==> config.mk <==
export PLATFORM = sky130hd
export DESIGN_NAME = fml_rr_arb
export DESIGN_NICKNAME = d
export VERILOG_FILES = /design/src/rtl/fml_rr_arb.sv
export SDC_FILE = /design/constraint.sdc
export NUM_CORES = 1
export LEC_CHECK = 0
export CAP_MARGIN = 5
export CORE_AREA = 2 2 103 105
export DETAILED_ROUTE_END_ITERATION = 12
export DIE_AREA = 0 0 105 107
export GPL_ROUTABILITY_DRIVEN = 0
export MAX_ROUTING_LAYER = met4
export PLACE_DENSITY = 0.66
export SLEW_MARGIN = 10
export SYNTH_ARGS = -nofsm -noshare
export SYNTH_HDL_FRONTEND = slang
export SYNTH_SLANG_ARGS = --single-unit
==> constraint.sdc <==
create_clock -name clk_sys_i -period 1.27 [get_ports clk_sys_i]
set_input_delay 0.254 -clock clk_sys_i [delete_from_list [all_inputs] [get_ports clk_sys_i]]
set_output_delay 0.254 -clock clk_sys_i [all_outputs]
set_load 0.005 [all_outputs]
==> src/rtl/fml_rr_arb.sv <==
// -----------------------------------------------------------------------------
// fml_rr_arb
//   Round-robin arbiter that lets up to four FML requesters share one FML
//   (SDRAM) port. A requester is picked in IDLE, its strobe is forwarded in
//   REQ until the memory acknowledges, and the remaining beats of the burst
//   are counted in BURST before the next arbitration. The round-robin pointer
//   only advances after a completed transfer, so an aborted request does not
//   cost the aborting requester its turn.
//
// Handshake: a requester holds m_stb_i together with its address, write enable,
//   byte selects and write data until it sees its m_ack_o bit. That ack cycle
//   carries the first beat; burst_len-1 further beats follow on consecutive
//   cycles with no extra handshake. A requester may drop its strobe before the
//   ack to abort.
//
// Ports
//   clk_sys_i, rst_n_i      system clock, asynchronous active-low reset
//   m_adr_i/stb/we/sel/do   requester side, requester k in slice k
//   m_ack_o                 per-requester ack (only the granted one can be 1)
//   m_di_o                  read data broadcast to every requester
//   fml_adr/stb/we/sel/do   shared FML master port
//   fml_ack, fml_di         FML acknowledge and read data
//   grant_o                 index of the current or last granted requester
//   dbg_state_o             FSM state (0 IDLE, 1 REQ, 2 BURST)
// -----------------------------------------------------------------------------
module fml_rr_arb #(
    parameter int sdram_depth = 26,
    parameter int n_masters   = 2,
    parameter int burst_len   = 4
) (
    input  logic                           clk_sys_i,
    input  logic                           rst_n_i,
    input  logic [n_masters*sdram_depth-1:0] m_adr_i,
    input  logic [n_masters-1:0]           m_stb_i,
    input  logic [n_masters-1:0]           m_we_i,
    input  logic [n_masters*4-1:0]         m_sel_i,
    input  logic [n_masters*32-1:0]        m_do_i,
    output logic [n_masters-1:0]           m_ack_o,
    output logic [31:0]                    m_di_o,
    output logic [sdram_depth-1:0]         fml_adr,
    output logic                           fml_stb,
    output logic                           fml_we,
    output logic [3:0]                     fml_sel,
    output logic [31:0]                    fml_do,
    input  logic                           fml_ack,
    input  logic [31:0]                    fml_di,
    output logic [1:0]                     grant_o,
    output logic [1:0]                     dbg_state_o
);

    typedef enum logic [1:0] {
        IDLE  = 2'd0,
        REQ   = 2'd1,
        BURST = 2'd2
    } state_t;

    localparam logic [2:0] LAST_BEAT = 3'(burst_len - 1);

    state_t     state_q, state_d;
    logic [1:0] grant_q, grant_d;
    logic [1:0] ptr_q,   ptr_d;
    logic [2:0] cnt_q,   cnt_d;

    logic       gnt_stb;
    logic       found;
    logic [1:0] pick_idx;
    logic [1:0] ptr_next;

    // Round-robin pick: first the requesters at or above ptr, then wrap to
    // the ones below it. ptr is always < n_masters, so only legal indices
    // can be picked.
    always_comb begin
        found    = 1'b0;
        pick_idx = ptr_q;
        for (int k = 0; k < n_masters; k++) begin
            if (!found && m_stb_i[k] && (2'(k) >= ptr_q)) begin
                found    = 1'b1;
                pick_idx = 2'(k);
            end
        end
        for (int k = 0; k < n_masters; k++) begin
            if (!found && m_stb_i[k]) begin
                found    = 1'b1;
                pick_idx = 2'(k);
            end
        end
    end

    assign ptr_next = (grant_q == 2'(n_masters - 1)) ? 2'd0 : grant_q + 2'd1;

    // Shared-port mux follows the grant register in every state; requester 0
    // is the fallback so the port mirrors it while in reset.
    always_comb begin
        fml_adr = m_adr_i[0 +: sdram_depth];
        fml_we  = m_we_i[0];
        fml_sel = m_sel_i[0 +: 4];
        fml_do  = m_do_i[0 +: 32];
        gnt_stb = m_stb_i[0];
        for (int k = 1; k < n_masters; k++) begin
            if (grant_q == 2'(k)) begin
                fml_adr = m_adr_i[k*sdram_depth +: sdram_depth];
                fml_we  = m_we_i[k];
                fml_sel = m_sel_i[k*4 +: 4];
                fml_do  = m_do_i[k*32 +: 32];
                gnt_stb = m_stb_i[k];
            end
        end
    end

    // Outputs decode from registered state only, so an asynchronous reset
    // clears fml_stb and m_ack_o immediately.
    always_comb begin
        fml_stb = (state_q == REQ) && gnt_stb;
        m_ack_o = '0;
        for (int k = 0; k < n_masters; k++) begin
            m_ack_o[k] = (state_q != IDLE) && fml_ack && (grant_q == 2'(k));
        end
    end

    assign m_di_o      = fml_di;
    assign grant_o     = grant_q;
    assign dbg_state_o = state_q;

    always_comb begin
        state_d = state_q;
        grant_d = grant_q;
        ptr_d   = ptr_q;
        cnt_d   = cnt_q;
        case (state_q)
            IDLE: begin
                if (|m_stb_i) begin
                    grant_d = pick_idx;
                    state_d = REQ;
                end
            end
            REQ: begin
                if (fml_ack) begin
                    if (burst_len == 1) begin
                        state_d = IDLE;
                        ptr_d   = ptr_next;
                    end else begin
                        state_d = BURST;
                        cnt_d   = 3'd1;
                    end
                end else if (!gnt_stb) begin
                    // Abort: the requester keeps its round-robin position.
                    state_d = IDLE;
                end
            end
            BURST: begin
                if (cnt_q == LAST_BEAT) begin
                    state_d = IDLE;
                    ptr_d   = ptr_next;
                    cnt_d   = 3'd0;
                end else begin
                    cnt_d = cnt_q + 3'd1;
                end
            end
            default: state_d = IDLE;
        endcase
    end

    always_ff @(posedge clk_sys_i or negedge rst_n_i) begin
        if (!rst_n_i) begin
            state_q <= IDLE;
            grant_q <= 2'd0;
            ptr_q   <= 2'd0;
            cnt_q   <= 3'd0;
        end else begin
            state_q <= state_d;
            grant_q <= grant_d;
            ptr_q   <= ptr_d;
            cnt_q   <= cnt_d;
        end
    end

endmodule

Figure 1. Sequential cells coloured by netlist name (run 1).
Bar = 20 um. Other sequential cells in the stronger grey, the rest of the logic in the fainter grey.
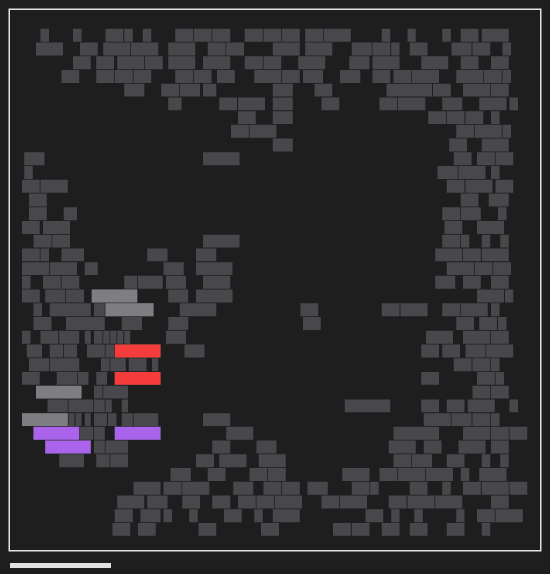
Key: ptr_q = red [placed flops 2]; cnt_q = purple [placed flops 3]
Another 4 sequential cells are not coloured.

Figure 2. Nets reached from selected ports (run 1).
Bar = 20 um.
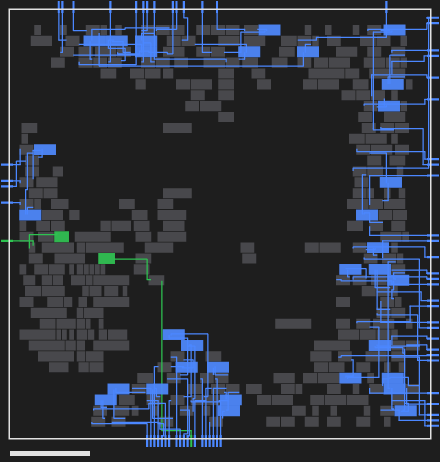
Key: m_do_i = blue [bits 64, direction input, edge 28 east, 18 south, 14 north, 4 west, end cells 32, buffers 64, wire 1690 um]; m_ack_o = green [bits 2, direction output, edge 1 west, 1 south, end cells 2, buffers 2, wire 77.7 um]

==> results.json, run 1 <==
{
  "failed_checks": "setup timing",
  "yosys-stat-cells": 148,
  "cts_buffer_depth": 2,
  "syn_nets": 312,
  "p_switching_mw": 2.036,
  "cap_violations": 0,
  "placed_area_um2": 3626,
  "finalSetupViolCount": 67,
  "io_pins": 265,
  "finalNetCount": 508,
  "worst_pin_slew_ps": 416.6,
  "path_clk_slew_ps": 40,
  "drive_gt1_share_pct": 50.44,
  "ys_seq_share_pct": 13.65,
  "grt_start_max_net_pins": 16,
  "status": "finished, violations left",
  "ys_types": 25,
  "synthAdderAreaFrac_pct": 0.7582,
  "internal_power_mw": 4.111,
  "wl_um": 7557,
  "synthToLayoutAreaGrowth_pct": 136.4,
  "drtAntennaViolNets": 0,
  "track_usage_pct": 12.03,
  "synthCells": 148,
  "setup_slack_ps": -555.5,
  "slew_viol_final": 0,
  "period_needed_ps": 1825,
  "p_total_mw": 6.147,
  "arrival_ps": 1570,
  "hp-class": "primary input to asynchronous set/reset pin",
  "core_util_floorplan_pct": 16.35,
  "viasPerCell": 3.967,
  "power_density_nw_per_um2": 1576,
  "rsz0062_at_grt": "true",
  "p_sw_share_pct": 33.13,
  "ys_area_um2": 1650,
  "wl_per_cell_um": 15.78,
  "cts.sinks": 9,
  "drtIter0Drc": 42,
  "timing.rr.end": "dbg_state_o[0]",
  "post-route-period-util_pct": 143.7,
  "nFillCells": 1035,
  "combinationalPowerShare_pct": 87.4,
  "grt_overflow_total": 0,
  "synthesis.area_um2": 1650,
  "antenna_cells": 0,
  "leakage_nw": 1.809,
  "crit_path_end_kind": "primary output"
}
Figure 3. Routing congestion (run 1).
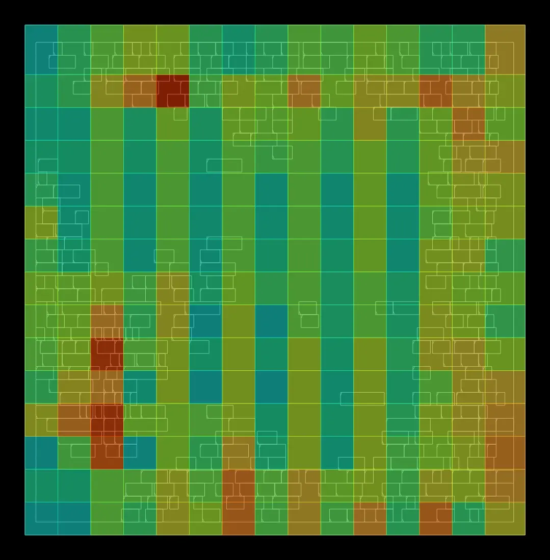
post-layout util: 38.66%
M2 GR Usage: 19.16%
GR met3 Demand/Resource: 4.134%

## run 1: power by group through the flow
stage,Sequential (mW),Combinational [mW],Clock [mW]
2_1_floorplan,0.471,2.37,0
3_3_place_gp,0.443,4.35,0
3_5_place_dp,0.443,4.41,0
4_1_cts,0.448,4.99,0.326
5_1_grt,0.467,5.70,0.347
6_report,0.453,5.37,0.323
## run 1: synthesized netlist by cell type
cell type / instances / area, um2
nor3_1: 1 / 5.000
mux2_4: 49 / 735.7
nor2b_1: 2 / 12.51
o211ai_1: 1 / 7.510
buf_4: 32 / 240.2
nand2b_1: 5 / 31.28
inv_1: 2 / 7.510
a21oi_1: 1 / 5.000
nand2_1: 5 / 18.77
and3_1: 1 / 6.260
and2_1: 1 / 6.260
dfrtp_1: 9 / 225.2
ha_1: 1 / 12.51
o21ai_0: 5 / 25.02
buf_6: 6 / 67.56
nor3b_1: 1 / 7.510
mux2i_1: 2 / 20.02
a211oi_1: 1 / 7.510
a32o_1: 1 / 10.01
nor2_1: 4 / 15.01
mux2_2: 14 / 157.7
buf_2: 1 / 5.000
o41ai_1: 1 / 8.760
o31ai_1: 1 / 7.510
clkbuf_2: 1 / 5.000
## run 1: how the worst max path moves through the flow
stage / cells after the start / slack [ps] / from / endpoint
final: 6 / -560 / grant_o[1] / fml_adr[24]
after global routing: 6 / -600 / grant_o[1] / fml_adr[24]
after CTS: 6 / -750 / grant_o[1] / fml_do[8]
after detailed placement: 4 / -600 / grant_o[0] / fml_we
after global placement: 4 / -580 / grant_o[0] / fml_we
after floorplan: 4 / -120 / grant_o[1] / fml_adr[0]
## run 1: registers in the layout, summed over array words and instances (netlist names)
signal	cells
dbg_state_o	2
cnt_q	3
ptr_q	2
grant_o	2
## run 1: through the flow
| step | util [%] | cells |
|---|---|---|
| after floorplan | - | 148 |
| after global placement | 35.93 | 455 |
| after detailed placement | 35.93 | 455 |
| after CTS | 38.48 | 472 |
| after global routing | 38.66 | 479 |
| final | 38.66 | 479 |
## run 1: logic make-up after synthesis
family | Yosys count
AOI/OAI and AO/OA | 11
buffers and inverters | 42
muxes | 65
and+or+nand+nor | 20
adders and majority gates | 1
DFF | 9
## run 1: worst max-delay path, cell delays in order, from the launching register on
cell      delay, ps
dfrtp_1         370
nand2b_4        180
buf_6           140
buf_12          140
buf_6           110
mux2_4          290
buf_6           120
## run 1: area by class of cell
type | count | area [um2] | area share, %
clock buffer | 4 | 45.04 | 1.155
inverter | 2 | 7.507 | 0.1924
multi-input combinational | 97 | 1222 | 31.33
sequential | 9 | 226.5 | 5.805
tap | 136 | 170.2 | 4.362
timing repair buffer | 231 | 2230 | 57.15
## run 1: per-layer routing
| layer | global-route usage [%] | part of all wire, % | vias to the layer above | wire, um |
|---|---|---|---|---|
| met3 | 4.134 | 9.5 | 2 | 715 |
| met4 | 1.429 | 0.11 | 0 | 8 |
| met2 | 19.16 | 47 | 141 | 3572 |
| li1 | - | - | 882 | - |
| met1 | 15.25 | 43 | 875 | 3260 |
| met5 | - | 0 | - | 0 |
## run 1: timing repair
item	in CTS	in global routing
hold buffers	0	0
pin swaps	3	3
cloned	2	3
setup buffers	11	12
resized	226	86
setup endpoints to repair	71	71
==> inputs of run 2 (changes only) <==
- HOLD_SLACK_MARGIN: unset -> 0.05
Figure 4. Gate-type map (run 2).
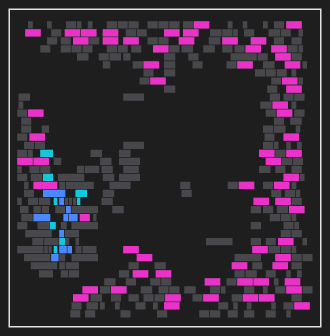
Key: NOR gates = cyan [cells 8, where west]; multiplexers = magenta [cells 65, where all over the die]; inverting AOI/OAI gates = blue [cells 10]
fraction of area in multi-input gates: 31.33%
final instance count without filler cells: 479
commonest non-fill, non-tap cell in the layout: clkdlybuf4s50_1

==> run 2 against run 1 <==
Combinational power barely moved. Clock power about the same. Final area stayed put. The flow still finishes with violations (setup timing). Die size unchanged. Critical path type unchanged. Fmax stayed put. Synthesized cell count unchanged. Wire length unchanged. Non-clock buffer count unchanged. Clock-buffer cell count stayed put. Hold slack unchanged. Sequential cell count did not move. Largest power group unchanged.
==> results.json, run 2 <==
{
  "yosys-stat-cells": 148,
  "cap_violations": 0,
  "worst_pin_slew_ps": 416.6,
  "area_leaders": "mux2_4 (45%), buf_4 (15%), dfrtp_1 (14%)",
  "leakage_nw": 1.809,
  "path_clk_slew_ps": 40,
  "wl_um": 7557,
  "syn_nets": 312,
  "largest_register_ffs": 3,
  "status": "finished, violations left",
  "wl_per_cell_um": 15.78,
  "ys_types": 25,
  "finalSetupViolCount": 67,
  "utilization_pct": 38.66,
  "antenna_cells": 0,
  "core_util_floorplan_pct": 16.35,
  "common_cells": "mux2_4 (49), buf_4 (32), mux2_2 (14)",
  "power_density_nw_per_um2": 1576,
  "drtAntennaViolNets": 0,
  "post-route-period-util_pct": 143.7,
  "ys_area_um2": 1650,
  "cts.sinks": 9,
  "setup_slack_ps": -555.5,
  "synthToLayoutAreaGrowth_pct": 136.4,
  "finalNetCount": 508,
  "failed_checks": "setup timing",
  "synth_top_area_share_pct": 44.58,
  "combinationalPowerShare_pct": 87.4,
  "grt_start_max_net_pins": 16,
  "p_sw_share_pct": 33.13,
  "internal_power_mw": 4.111,
  "cts_buffer_depth": 2,
  "slew_viol_final": 0,
  "ctsHoldBuffers": 0,
  "p_switching_mw": 2.036,
  "synthesis.area_um2": 1650,
  "hp-class": "primary input to asynchronous set/reset pin",
  "track_usage_pct": 12.03,
  "async_flop_share_pct": 100.0,
  "edf_count": 0,
  "synthAdderAreaFrac_pct": 0.7582,
  "period_needed_ps": 1825
}
Figure 5. Sequential cells coloured by netlist name (run 2).
Bar = 20 um. Other sequential cells in the stronger grey, the rest of the logic in the fainter grey.
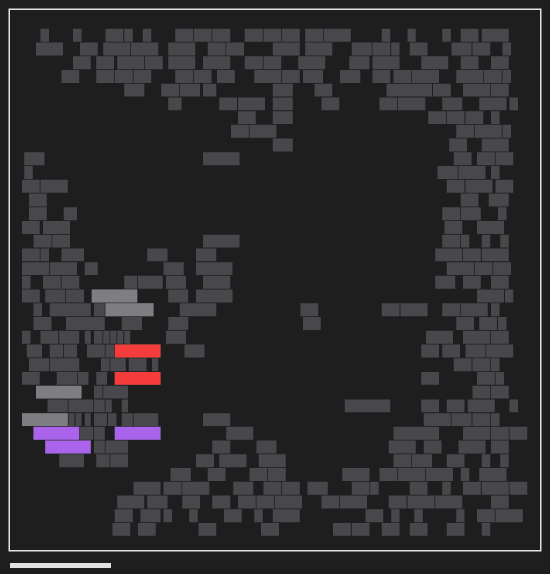
Key: cnt_q = purple [placed flops 3]; ptr_q = red [placed flops 2]
Another 4 sequential cells are not coloured.
register share of the cell area: 5.805%
FF/Latch Area: 226.5 um2
Power Sequential: 0.453 mW

run 2: critical path: stages, from the launching register on:
cell	delay, ps
dfrtp_1	370
nand2b_4	180
buf_6	140
buf_12	140
buf_6	110
mux2_4	290
buf_6	120
run 2: what timing repair did:
action | 4_1_cts | 5_1_grt
gates resized | 226 | 86
pin swaps | 3 | 3
setup buffers | 11 | 12
cloned | 2 | 3
endpoints found under the setup margin | 71 | 71
run 2: path summary, 6_finish.rpt:
path / slack (ps) / to
setup / recovery: -560 / fml_adr[24]
hold / removal: 330 / dbg_state_o[0]
setup reg to reg: -80 / dbg_state_o[0]
hold reg to reg: 510 / ptr_q[1]
max in group asynchronous: 620 / grant_o[0]
min in group clk_sys_i: 510 / ptr_q[1]
run 2: per-layer routing:
metal  global-route usage, %  share of wire [%]
met1                   15.25                 43
met2                   19.16                 47
met3                   4.134                9.5
met4                   1.429               0.11
met5                       -                  0
run 2: area by class of cell:
class	count	area, um2
timing repair buffer	231	2230
fill	1035	6191
sequential	9	226.5
multi-input combinational	97	1222
clock buffer	4	45.04
tap	136	170.2
inverter	2	7.507
run 2: per-stage QoR:
| stage | std cells | setup WS, ps | area (um2) | hold WS, ps |
|---|---|---|---|---|
| final | 479 | -555.5 | 3901 | 327.3 |
| after floorplan | 148 | -117.8 | 1672 | -41.59 |
| after global routing | 479 | -596.8 | 3901 | 360.2 |
| after detailed placement | 455 | -595.2 | 3626 | 485.2 |
| after CTS | 472 | -748.8 | 3884 | 339.7 |
| after global placement | 455 | -575.0 | 3626 | 483.4 |
run 2: kinds of logic after synthesis:
group | count (synthesis)
simple gates | 20
buf+inv | 42
compound gates | 11
mux | 65
flops | 9
fa+ha+maj | 1
run 2: power by group through the flow:
stage | Clock (mW) | Sequential (mW) | Combinational, mW
after global placement | 0 | 0.443 | 4.35
after floorplan | 0 | 0.471 | 2.37
after global routing | 0.347 | 0.467 | 5.70
after detailed placement | 0 | 0.443 | 4.41
after CTS | 0.326 | 0.448 | 4.99
final | 0.323 | 0.453 | 5.37
Power is estimated from default activity; no workload was simulated.
